Figure 1. A small window of the routed layout.
Region (28, 9) to (53, 34) µm. Cells in gray, sequential cells in the stronger gray; small squares are vias.
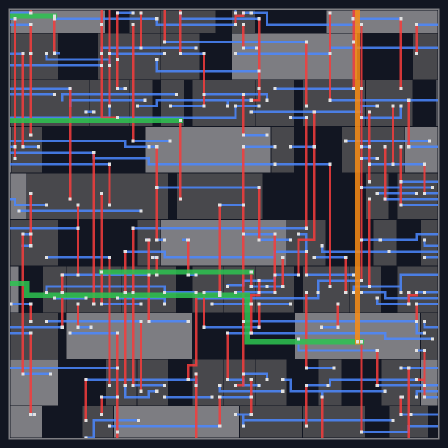
Figure 2. Where the registers sit.
Drawn at 6 px/µm.
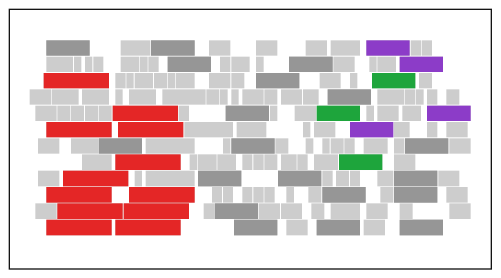
Figure 3. Cells by drive strength.
Drawn at 8 px/µm.
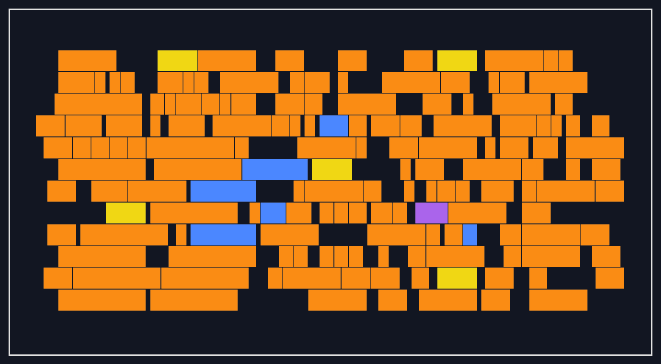
Figure 4. Metal 2.
Drawn at 6 px/µm.
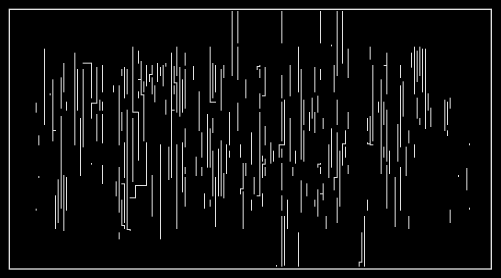
[config.mk]
export PLATFORM = sky130hd
export DESIGN_NAME = count_seq
export DESIGN_NICKNAME = d
export VERILOG_FILES = /design/src/rtl/count_seq.sv
export SDC_FILE = /design/constraint.sdc
export NUM_CORES = 1
export LEC_CHECK = 0
export ABC_AREA = 0
export CORE_ASPECT_RATIO = 0.5
export CORE_MARGIN = 3
export CORE_UTILIZATION = 56
export CTS_CLUSTER_SIZE = 30
export DETAILED_ROUTE_END_ITERATION = 8
export PLACE_DENSITY = 0.8
export SLEW_MARGIN = 15
export SYNTH_ARGS = -nofsm -noshare
export SYNTH_HDL_FRONTEND = slang
export SYNTH_SLANG_ARGS = --single-unit
[constraint.sdc]
create_clock -name clk -period 5.11 [get_ports clk]
set_input_delay 1.022 -clock clk [delete_from_list [all_inputs] [get_ports clk]]
set_output_delay 1.022 -clock clk [all_outputs]
set_load 0.03 [all_outputs]
[src/rtl/count_seq.sv]
// Command sequencer for a down-counter: queues target values, loads and enables
// the counter for each one, and reports completion or a watchdog timeout.
module count_seq #(
    parameter int unsigned WIDTH   = 3,
    parameter int unsigned DEPTH   = 4,
    parameter int unsigned TIMEOUT = 2**WIDTH + 4
) (
    input  logic                         clk,
    input  logic                         reset,
    input  logic                         in_valid,
    output logic                         in_ready,
    input  logic [WIDTH-1:0]             in_value,
    output logic [$clog2(DEPTH+1)-1:0]   level,
    output logic [WIDTH-1:0]             count_to,
    output logic                         load,
    output logic                         count_en,
    input  logic                         done,
    output logic                         busy,
    output logic                         job_done,
    output logic [WIDTH-1:0]             job_value,
    output logic                         job_err
);

    localparam int unsigned LVL_W = $clog2(DEPTH + 1);
    localparam int unsigned PTR_W = $clog2(DEPTH);
    localparam int unsigned WD_W  = $clog2(TIMEOUT + 1);

    typedef enum logic [2:0] {
        S_IDLE,
        S_LOAD,
        S_SETTLE,
        S_RUN,
        S_REPORT
    } state_t;

    state_t             r_state;
    state_t             w_state_nxt;

    logic [WIDTH-1:0]   r_mem [DEPTH];
    logic [PTR_W-1:0]   r_wr_ptr;
    logic [PTR_W-1:0]   r_rd_ptr;
    logic [LVL_W-1:0]   r_level;
    logic [LVL_W-1:0]   w_level_nxt;
    logic               r_in_ready;
    logic               w_push;
    logic               w_pop;

    logic [WD_W-1:0]    r_wd;
    logic               w_timeout;

    logic               r_load;
    logic               r_count_en;
    logic               r_busy;
    logic               r_job_done;
    logic               r_job_err;
    logic [WIDTH-1:0]   r_count_to;
    logic [WIDTH-1:0]   r_job_value;
    logic               w_load;
    logic               w_count_en;
    logic               w_busy;
    logic               w_job_done;
    logic               w_job_err;

    // FIFO: pops only happen from IDLE, so the head feeds count_to directly
    assign w_push = in_valid && r_in_ready;
    assign w_pop  = (r_state == S_IDLE) && (r_level != '0);

    always_comb begin
        w_level_nxt = r_level;
        case ({w_push, w_pop})
            2'b10:   w_level_nxt = r_level + LVL_W'(1);
            2'b01:   w_level_nxt = r_level - LVL_W'(1);
            default: w_level_nxt = r_level;
        endcase
    end

    always_ff @(posedge clk) begin
        if (w_push) begin
            r_mem[r_wr_ptr] <= in_value;
        end
    end

    always_ff @(posedge clk) begin
        if (reset) begin
            r_wr_ptr   <= '0;
            r_rd_ptr   <= '0;
            r_level    <= '0;
            r_in_ready <= 1'b1;
        end else begin
            if (w_push) begin
                r_wr_ptr <= r_wr_ptr + PTR_W'(1);
            end
            if (w_pop) begin
                r_rd_ptr <= r_rd_ptr + PTR_W'(1);
            end
            r_level    <= w_level_nxt;
            r_in_ready <= (w_level_nxt != LVL_W'(DEPTH));
        end
    end

    // Watchdog counts RUN cycles without done; SETTLE restarts it for each job
    assign w_timeout = (r_state == S_RUN) && !done && (r_wd == WD_W'(TIMEOUT - 1));

    always_ff @(posedge clk) begin
        if (reset) begin
            r_wd <= '0;
        end else if (r_state == S_SETTLE) begin
            r_wd <= '0;
        end else if ((r_state == S_RUN) && !done) begin
            r_wd <= r_wd + WD_W'(1);
        end
    end

    always_ff @(posedge clk) begin
        if (reset) begin
            r_state <= S_IDLE;
        end else begin
            r_state <= w_state_nxt;
        end
    end

    always_comb begin
        w_state_nxt = r_state;
        case (r_state)
            S_IDLE:   if (r_level != '0) w_state_nxt = S_LOAD;
            S_LOAD:   w_state_nxt = S_SETTLE;
            S_SETTLE: w_state_nxt = S_RUN;
            S_RUN:    if (done || w_timeout) w_state_nxt = S_REPORT;
            S_REPORT: w_state_nxt = S_IDLE;
            default:  w_state_nxt = S_IDLE;
        endcase
    end

    // Outputs decoded from the next state so the registered copies line up with r_state
    always_comb begin
        w_load     = 1'b0;
        w_count_en = 1'b0;
        w_busy     = 1'b0;
        w_job_done = 1'b0;
        w_job_err  = 1'b0;
        w_load     = (w_state_nxt == S_LOAD);
        w_count_en = (w_state_nxt == S_SETTLE) || (w_state_nxt == S_RUN);
        w_busy     = (w_state_nxt != S_IDLE);
        w_job_done = (w_state_nxt == S_REPORT);
        w_job_err  = w_job_done && w_timeout;
    end

    always_ff @(posedge clk) begin
        if (reset) begin
            r_load      <= 1'b0;
            r_count_en  <= 1'b0;
            r_busy      <= 1'b0;
            r_job_done  <= 1'b0;
            r_job_err   <= 1'b0;
            r_count_to  <= '0;
            r_job_value <= '0;
        end else begin
            r_load      <= w_load;
            r_count_en  <= w_count_en;
            r_busy      <= w_busy;
            r_job_done  <= w_job_done;
            r_job_err   <= w_job_err;
            r_job_value <= w_job_done ? r_count_to : '0;
            if (w_pop) begin
                r_count_to <= r_mem[r_rd_ptr];
            end
        end
    end

    assign in_ready  = r_in_ready;
    assign level     = r_level;
    assign count_to  = r_count_to;
    assign load      = r_load;
    assign count_en  = r_count_en;
    assign busy      = r_busy;
    assign job_done  = r_job_done;
    assign job_value = r_job_value;
    assign job_err   = r_job_err;

endmodule

==> impl_metrics.csv <==
group,metric,value,unit
global_routing,grt_usage,16.7,%
logic_synthesis,yosys-stat-area,1540,µm²
worst_setup_path,max_stage_delay,470,ps
worst_setup_path,r2r_cells,8,
floorplan,die_w,80.1,µm
power,internal_power,0.000636,W
power,p_clk_share,19.2,%
final_timing,fin_worst_skew,6.61,ps
logic_synthesis,flop_cell,"dfxtp_1",
power,irDropWorstVdd,0.000259,V
drt,drc_errors,0,
run_status,status,"complete, no violations",
global_routing,gr-total-overflow,0,
drt,num_vias,1029,
layout,final_net_count,169,
floorplan,core_area,2400,µm²
drt,drtAntennaViolNets,0,
power,comb_power_share,38.1,%
floorplan,die_y,43.1,µm
drt,firstDrtPassIters,4,
logic_synthesis,ys_sh_adder,6.18,%
logic_synthesis,top_cell_area_share,33.8,%
clocking,post_cts_buffers,0,
logic_synthesis,yosysCellCount,131,
logic_synthesis,synthSimpleGateAreaFrac,15.4,%
global_routing,grt_pass1_vias,905,
power,leakagePower,0.705,nW
placed_design,io_buffers,21,
final_timing,min_period_over_period,56.4,%
layout,seq_area,881,µm²
worst_setup_path,cp_max_fo,6,
min_path,worstHoldStart,"count_to[2]",
## Picture notes: Figure 1
[met1] blue
[met4] orange
[met3] green
[met2] red
sequential cells in the window: 6
cells with their middle in the window: 49
netlist names of flops here include: count_to (2), level (2), r_rd_ptr (2)
most frequent: dfxtp_1 (6), inv_1 (5)

## Picture notes: Figure 2
[r_wd] purple | sequential cells: 4
[r_mem] red | sequential cells: 12
[r_state] green | sequential cells: 3
not colored: 19

## Picture notes: Figure 3
[drive 1 or less] orange | cells: 144 | most used: dfxtp_1
[drive 6 and up] yellow | cells: 5 | most used: clkbuf_8
[drive 3 to 4] purple | cells: 1 | most used: or3_4
[drive 2] blue | cells: 6 | most used: mux4_2

## Picture notes: Figure 4
nets with wire on the layer: 134
longest straight run: 20.7 µm
main direction: vertical
share of all routed wire: 43%
wire length on this layer: 1090 µm

==> cells by family after synthesis <==
kind of cell / after synthesis
AND-OR/OR-AND: 24
AND/OR/NAND/NOR: 40
adder cells (fa/ha/maj): 7
flip-flops: 38
multiplexers: 5
XOR/XNOR: 4
buffers and inverters: 13
==> how the worst max path moves through the flow <==
stage	start	end	slack, ps
6_report	in_valid	in_ready	2230
5_1_grt	in_valid	in_ready	2170
4_1_cts	in_valid	in_ready	2240
3_5_place_dp	in_valid	in_ready	1930
3_3_place_gp	in_valid	in_ready	1990
2_1_floorplan	in_valid	in_ready	2530
==> flip-flops by register name, summed over array words and instances, names as in the netlist <==
signal / count
r_wd: 4
r_mem: 12
job_done: 1
r_state: 3
r_wr_ptr: 2
job_value: 3
count_en: 1
load: 1
job_err: 1
in_ready: 1
busy: 1
r_rd_ptr: 2
level: 3
count_to: 3
==> worst max-delay path, delay by kind of cell <==
family | cells | cell delay, ps
fa+ha+maj | 2 | 570
buf+inv | 2 | 530
simple gates | 2 | 490
compound gates | 1 | 300
xor+xnor | 1 | 150
==> power groups by stage <==
stage,registers (W),logic (W),clock network [W]
floorplan,0.000480,0.000220,0
global placement,0.000435,0.000373,0
detailed placement,0.000436,0.000381,0
CTS,0.000430,0.000383,0.000199
global route,0.000440,0.000419,0.000215
finish,0.000430,0.000382,0.000193
==> cell usage after synthesis, drive strengths merged, types with 2 or more instances <==
master	instances
dfxtp	26
edfxtp	12
inv	9
nor2	8
o21ai	8
a21oi	7
and3	7
ha	6
or3	6
nand3	4
nor3	4
buf	3
mux4	3
xor2	3
a2111oi	2
and2	2
mux2i	2
nand2	2
nor2b	2
==> routing by layer <==
| layer | share of wire, % | track usage (%) | up-vias | routed length, µm |
|---|---|---|---|---|
| li1 | - | - | 521 | - |
| met4 | 1.2 | 5.05 | 0 | 29 |
| met5 | 0 | 0 | - | 0 |
| met2 | 43 | 24.0 | 21 | 1090 |
| met3 | 5.5 | 10.2 | 4 | 138 |
| met1 | 50 | 20.9 | 483 | 1250 |
==> cell type report <==
type                            count  share of cell area [%]
Sequential cell                    38                    47.5
Inverter                            9                    1.82
Timing Repair Buffer               21                    11.3
Multi-Input combinational cell     80                    32.6
Clock buffer                        6                    3.91
Clock inverter                      2                   0.472
Tap cell                           35                    2.36
==> through the flow <==
stage	setup slack (ps)	utilization, %	cell area, µm²	total power [W]	std cells
final	2230	77.2	1860	0.00101	191
after global routing	2170	77.2	1860	0.00107	191
after CTS	2240	77.2	1860	0.00101	191
after detailed placement	1930	73.9	1770	0.000818	183
after global placement	1990	73.9	1770	0.000808	183
after floorplan	2530	-	1540	0.000700	131
No activity file was given, so power comes from the tool's default toggle rates.
